Figure 1. Sequential cells grouped by signal name.
Scale: 1 px per um.
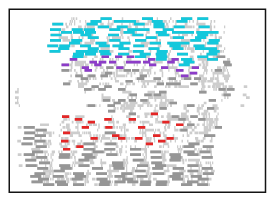
Figure 2. Metal layers overlaid.
Scale: 1 px per um.
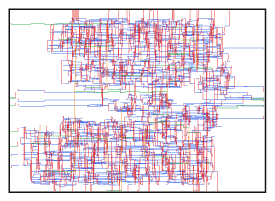
File: src/rtl/spi_px_stream_bridge.sv
// SPI mode-0 slave oversampled in the system clock domain, bridging serial words
// to/from first-word-fall-through RX/TX FIFOs with sticky overflow/underflow flags.
module spi_px_stream_bridge #(
    parameter int PX_BITS        = 24,
    parameter int FIFO_DEPTH     = 4,
    parameter int SYNC_STAGES    = 2,
    parameter bit LSB_BYTE_FIRST = 1'b1
) (
    input  logic               clk_i,
    input  logic               reset_i,
    input  logic               spi_sck_i,
    input  logic               spi_sdi_i,
    input  logic               spi_cs_i,
    output logic               spi_sdo_o,
    output logic [PX_BITS-1:0] rx_px_o,
    output logic               rx_valid_o,
    input  logic               rx_ready_i,
    input  logic [PX_BITS-1:0] tx_px_i,
    input  logic               tx_valid_i,
    output logic               tx_ready_o,
    input  logic               flags_clr_i,
    output logic               rx_overflow_o,
    output logic               tx_underflow_o,
    output logic               busy_o
);
    localparam int NB = PX_BITS / 8;
    localparam int AW = $clog2(FIFO_DEPTH);
    localparam int CW = $clog2(PX_BITS);
    localparam logic [AW:0] PTR_ONE = (AW+1)'(1);
    localparam logic [CW-1:0] CNT_LAST = CW'(PX_BITS - 1);

    typedef enum logic [1:0] {IDLE, LOAD, SHIFT} state_t;

    // Byte reversal is its own inverse, so it maps word->wire and wire->word.
    function automatic logic [PX_BITS-1:0] byte_perm(input logic [PX_BITS-1:0] w);
        logic [PX_BITS-1:0] r;
        r = w;
        if (LSB_BYTE_FIRST)
            for (int k = 0; k < NB; k++) r[PX_BITS-1-8*k -: 8] = w[8*k +: 8];
        return r;
    endfunction

    logic [SYNC_STAGES-1:0] sck_sync, cs_sync, sdi_sync;
    logic sck_d, cs_d, sck_fall_q;
    logic sck_s, cs_s, sdi_s, sck_rise, cs_fall;

    state_t state_q, state_d;
    logic load, rise_act, fall_act, tx_reload, tx_pop;
    logic [PX_BITS-1:0] tx_sr, rx_sr, rx_next, push_word, tx_load_word;
    logic [CW-1:0] bit_cnt;
    logic push_q;

    logic [PX_BITS-1:0] rx_mem [FIFO_DEPTH];
    logic [PX_BITS-1:0] tx_mem [FIFO_DEPTH];
    logic [AW:0] rx_wp, rx_rp, tx_wp, tx_rp;
    logic rx_full, rx_empty, tx_full, tx_empty, rx_pop, rx_wr, rx_drop, tx_wr;

    assign sck_s    = sck_sync[SYNC_STAGES-1];
    assign cs_s     = cs_sync[SYNC_STAGES-1];
    assign sdi_s    = sdi_sync[SYNC_STAGES-1];
    assign sck_rise = sck_s & ~sck_d;
    assign cs_fall  = cs_d & ~cs_s;

    always_ff @(posedge clk_i) begin
        if (reset_i) begin
            sck_sync   <= '0;
            cs_sync    <= '0;
            sdi_sync   <= '0;
            sck_d      <= 1'b0;
            cs_d       <= 1'b0;
            sck_fall_q <= 1'b0;
        end else begin
            sck_sync   <= {sck_sync[SYNC_STAGES-2:0], spi_sck_i};
            cs_sync    <= {cs_sync[SYNC_STAGES-2:0], spi_cs_i};
            sdi_sync   <= {sdi_sync[SYNC_STAGES-2:0], spi_sdi_i};
            sck_d      <= sck_s;
            cs_d       <= cs_s;
            // Falls act one cycle later so MISO lines up with the LOAD path.
            sck_fall_q <= sck_d & ~sck_s;
        end
    end

    always_ff @(posedge clk_i) begin
        if (reset_i) state_q <= IDLE;
        else         state_q <= state_d;
    end

    always_comb begin
        state_d  = state_q;
        load     = 1'b0;
        rise_act = 1'b0;
        fall_act = 1'b0;
        if (cs_s) begin
            state_d = IDLE;
        end else begin
            case (state_q)
                IDLE:    if (cs_fall) state_d = LOAD;
                LOAD:    begin load = 1'b1; state_d = SHIFT; end
                SHIFT:   begin rise_act = sck_rise; fall_act = sck_fall_q; end
                default: state_d = IDLE;
            endcase
        end
    end

    assign rx_full  = (rx_wp[AW] != rx_rp[AW]) && (rx_wp[AW-1:0] == rx_rp[AW-1:0]);
    assign rx_empty = (rx_wp == rx_rp);
    assign tx_full  = (tx_wp[AW] != tx_rp[AW]) && (tx_wp[AW-1:0] == tx_rp[AW-1:0]);
    assign tx_empty = (tx_wp == tx_rp);

    assign tx_reload    = load | (fall_act & (bit_cnt == '0));
    assign tx_pop       = tx_reload & ~tx_empty;
    assign tx_load_word = tx_empty ? '0 : byte_perm(tx_mem[tx_rp[AW-1:0]]);
    assign rx_next      = {rx_sr[PX_BITS-2:0], sdi_s};

    always_ff @(posedge clk_i) begin
        if (reset_i) begin
            spi_sdo_o <= 1'b0;
            tx_sr     <= '0;
            rx_sr     <= '0;
            bit_cnt   <= '0;
            push_q    <= 1'b0;
            push_word <= '0;
        end else begin
            push_q <= 1'b0;
            if (state_d == IDLE) begin
                spi_sdo_o <= 1'b0;
                bit_cnt   <= '0;
            end else if (tx_reload) begin
                tx_sr     <= tx_load_word;
                spi_sdo_o <= tx_load_word[PX_BITS-1];
                if (load) bit_cnt <= '0;
            end else if (fall_act) begin
                tx_sr     <= tx_sr << 1;
                spi_sdo_o <= tx_sr[PX_BITS-2];
            end
            if (rise_act) begin
                rx_sr <= rx_next;
                if (bit_cnt == CNT_LAST) begin
                    bit_cnt   <= '0;
                    push_q    <= 1'b1;
                    push_word <= byte_perm(rx_next);
                end else begin
                    bit_cnt <= bit_cnt + CW'(1);
                end
            end
        end
    end

    assign rx_valid_o = ~rx_empty;
    assign rx_px_o    = rx_empty ? '0 : rx_mem[rx_rp[AW-1:0]];
    assign rx_pop     = rx_valid_o & rx_ready_i;
    assign rx_wr      = push_q & (~rx_full | rx_pop);
    assign rx_drop    = push_q & rx_full & ~rx_pop;
    assign tx_ready_o = ~tx_full;
    assign tx_wr      = tx_valid_i & tx_ready_o;
    assign busy_o     = (state_q != IDLE);

    always_ff @(posedge clk_i) begin
        if (reset_i) begin
            rx_wp          <= '0;
            rx_rp          <= '0;
            tx_wp          <= '0;
            tx_rp          <= '0;
            rx_overflow_o  <= 1'b0;
            tx_underflow_o <= 1'b0;
        end else begin
            if (rx_wr) begin
                rx_mem[rx_wp[AW-1:0]] <= push_word;
                rx_wp <= rx_wp + PTR_ONE;
            end
            if (rx_pop) rx_rp <= rx_rp + PTR_ONE;
            if (tx_wr) begin
                tx_mem[tx_wp[AW-1:0]] <= tx_px_i;
                tx_wp <= tx_wp + PTR_ONE;
            end
            if (tx_pop) tx_rp <= tx_rp + PTR_ONE;
            rx_overflow_o  <= rx_drop | (rx_overflow_o & ~flags_clr_i);
            tx_underflow_o <= (tx_reload & tx_empty) | (tx_underflow_o & ~flags_clr_i);
        end
    end
endmodule
File: config.mk
export PLATFORM = sky130hd
export DESIGN_NAME = spi_px_stream_bridge
export DESIGN_NICKNAME = d
export VERILOG_FILES = /design/src/rtl/spi_px_stream_bridge.sv
export SDC_FILE = /design/constraint.sdc
export NUM_CORES = 1
export LEC_CHECK = 0
export ABC_AREA = 1
export CELL_PAD_IN_SITES_DETAIL_PLACEMENT = 0
export CELL_PAD_IN_SITES_GLOBAL_PLACEMENT = 1
export CORE_ASPECT_RATIO = 0.7
export CORE_MARGIN = 5
export CORE_UTILIZATION = 30
export DETAILED_ROUTE_END_ITERATION = 10
export DONT_BUFFER_PORTS = 1
export PLACE_DENSITY = 0.62
export SLEW_MARGIN = 10
export SYNTH_ARGS = -nofsm -noshare
export SYNTH_HDL_FRONTEND = slang
export SYNTH_SLANG_ARGS = --single-unit
File: constraint.sdc
create_clock -name clk_i -period 2.71 [get_ports clk_i]
set_clock_uncertainty 0.15 [all_clocks]
set_input_delay 0.271 -clock clk_i [delete_from_list [all_inputs] [get_ports clk_i]]
set_output_delay 0.271 -clock clk_i [all_outputs]
set_load 0.03 [all_outputs]
==> flow_metrics.env <==
# implementation run metrics
export IMPL_die_y_um=181.4
export IMPL_ant_nets=0
export IMPL_core_util_floorplan_pct=30.51
export IMPL_numPortBuffers=0
export IMPL_die_area_sq_um=46230
export IMPL_tool_warnings=37
export IMPL_ys_seq_share_pct=62.65
export IMPL_r2r_cells=10
export IMPL_grtUsageMet1_pct=16.88
export IMPL_synth_cell_types=35
export IMPL_status="finished clean"
export IMPL_tritoncts="yes"
export IMPL_dr_first_iter_drc_count=414
export IMPL_post_route_min_period_ns=2.499
export IMPL_internal_power_w=0.007616
export IMPL_synth_main_ff_cell="edfxtp_1"
export IMPL_pwr_share_clk_pct=46.1
export IMPL_n_antenna_cell=0
export IMPL_cp_data_arrival_time_ns=2.08
export IMPL_max_cap_violations=0
export IMPL_simple_gate_area_share_pct=19.78
export IMPL_hold_violations=0
export IMPL_topCombFamilyByArea="simple AND/OR/NAND/NOR gates"
export IMPL_common_cells="nand2_1 (285), inv_1 (196), edfxtp_1 (192)"
export IMPL_cts_root_buffer="clkbuf_16"
export IMPL_syn_avg_cell_area_sq_um=9.517
export IMPL_fillers=4187
export IMPL_hold_path_end="tx_sr[19]"
export IMPL_reg2reg_from="state_q[0]"
export IMPL_cts_resized=0
export IMPL_totalPowerFinal_w=0.009701
export IMPL_worstPathMaxFanout=17
export IMPL_power_density_nw_per_um2=663.9
export IMPL_met3_usage_pct=2.274
export IMPL_grtUsageMet2_pct=18.16
export IMPL_cp_start_kind="flip-flop"
export IMPL_yosys_cells=1323
export IMPL_lay_top_count="nand2_1"
export IMPL_p_sw_share_pct=21.49
export IMPL_yosys_warnings=0
export IMPL_critical_path_top_delay_family="buffers and inverters"
export IMPL_cpPeakStageDelay_ns=0.42
export IMPL_comb_power_w=0.000350
export IMPL_top_cell="nand2_1"
export IMPL_yosys_stat_area_sq_um=12590
export IMPL_relSlewSlack_pct=27.00
export IMPL_clock_latency_ns=0.52
export IMPL_topCellsByArea="edfxtp_1 (46%), dfxtp_1 (17%), nand2_1 (8.5%)"
export IMPL_drive_above_1_share_pct=7.603
export IMPL_cp_required_ns=2.29
export IMPL_crit_path_end_kind="output pin"
export IMPL_place_hpwl_um=16590
export IMPL_post_cts_setup_buffer_count=0
export IMPL_netlist_area_leader_share_pct=45.79
export IMPL_finalSetupViolCount=0
export IMPL_crit_slowest_cell="dfxtp_4"
export IMPL_core_sq_um=41270
export IMPL_nNetsFinal=1403
export IMPL_rsz0062_at_grt="false"
export IMPL_pwr_share_seq_pct=50.3
export IMPL_ys_async_sr_fraction_pct=0
export IMPL_finalCritPeriodShare_pct=92.22
export IMPL_drc=0
export IMPL_avgViaCountPerCell=4.370
export IMPL_worstMarginPinSlew_ns=1.091
export IMPL_clkTransAtPathRegs_ns=0.06
export IMPL_syn_area_sq_um=12590
About Figure 1:
push_word -> purple  # flops 24
rx_mem -> cyan  # flops 96
tx_sr -> red  # flops 23
not coloured = 155
post-layout util: 35.41%
Seq. pwr: 0.00488 W
Flop area: 7891 sq um

About Figure 2:
met4 -> orange  # wire length 514 um
met1 -> blue  # wire length 13600 um
met3 -> green  # wire length 843 um
met2 -> red  # wire length 11800 um
vias post-DR: 8412
DR WL/cell: 13.91 um
Total Routed Length: 26780 um
gr usage total: 11.72%

## layout make-up
| cell class | instances | area (sq um) | share of cell area, % |
|---|---|---|---|
| Sequential cell | 298 | 7891 | 54.01 |
| Multi-Input combinational cell | 761 | 3633 | 24.87 |
| Clock buffer | 39 | 879.6 | 6.020 |
| Inverter | 199 | 747.0 | 5.112 |
| Tap cell | 544 | 680.7 | 4.658 |
| Timing Repair Buffer | 61 | 563.0 | 3.853 |
| Clock inverter | 23 | 216.5 | 1.481 |
## through the flow
step | cell area (sq um) | hold slack, ns | setup TNS, ns | std cells | util [%]
global route | 14610 | 0.09401 | 0 | 1925 | 35.41
CTS | 14610 | 0.04331 | 0 | 1925 | 35.40
detailed placement | 13190 | 0.2004 | 0 | 1831 | 31.97
global placement | 13190 | 0.1981 | 0 | 1831 | 31.97
finish | 14610 | 0.07155 | 0 | 1925 | 35.41
floorplan | 12590 | 0.2199 | -9.460 | 1323 | -
## how the worst max path moves through the flow
stage | start | depth (start not counted) | slack, ns | end
floorplan | tx_wp[0] | 8 | -0.1 | tx_mem[1][0]
global placement | state_q[0] | 10 | 0.58 | tx_sr[5]
detailed placement | state_q[0] | 10 | 0.55 | tx_sr[0]
CTS | flip-flop | 6 | 0.10 | rx_px_o[20]
global route | flip-flop | 6 | 0.01 | rx_px_o[20]
finish | flip-flop | 6 | 0.21 | rx_px_o[20]
## routing by layer
metal | vias to the layer above | wire length [um]
met2 | 98 | 11800
met3 | 38 | 843
li1 | 4337 | -
met1 | 3939 | 13620
met5 | - | 0
met4 | 0 | 514
## sequential cells by signal, summed over array words and instances, names as in the netlist, 5 cells and up, named ones only
name,flops
tx_mem,96
rx_mem,96
push_word,24
tx_sr,23
rx_sr,23
bit_cnt,5
Power and IR drop assume default switching activity.
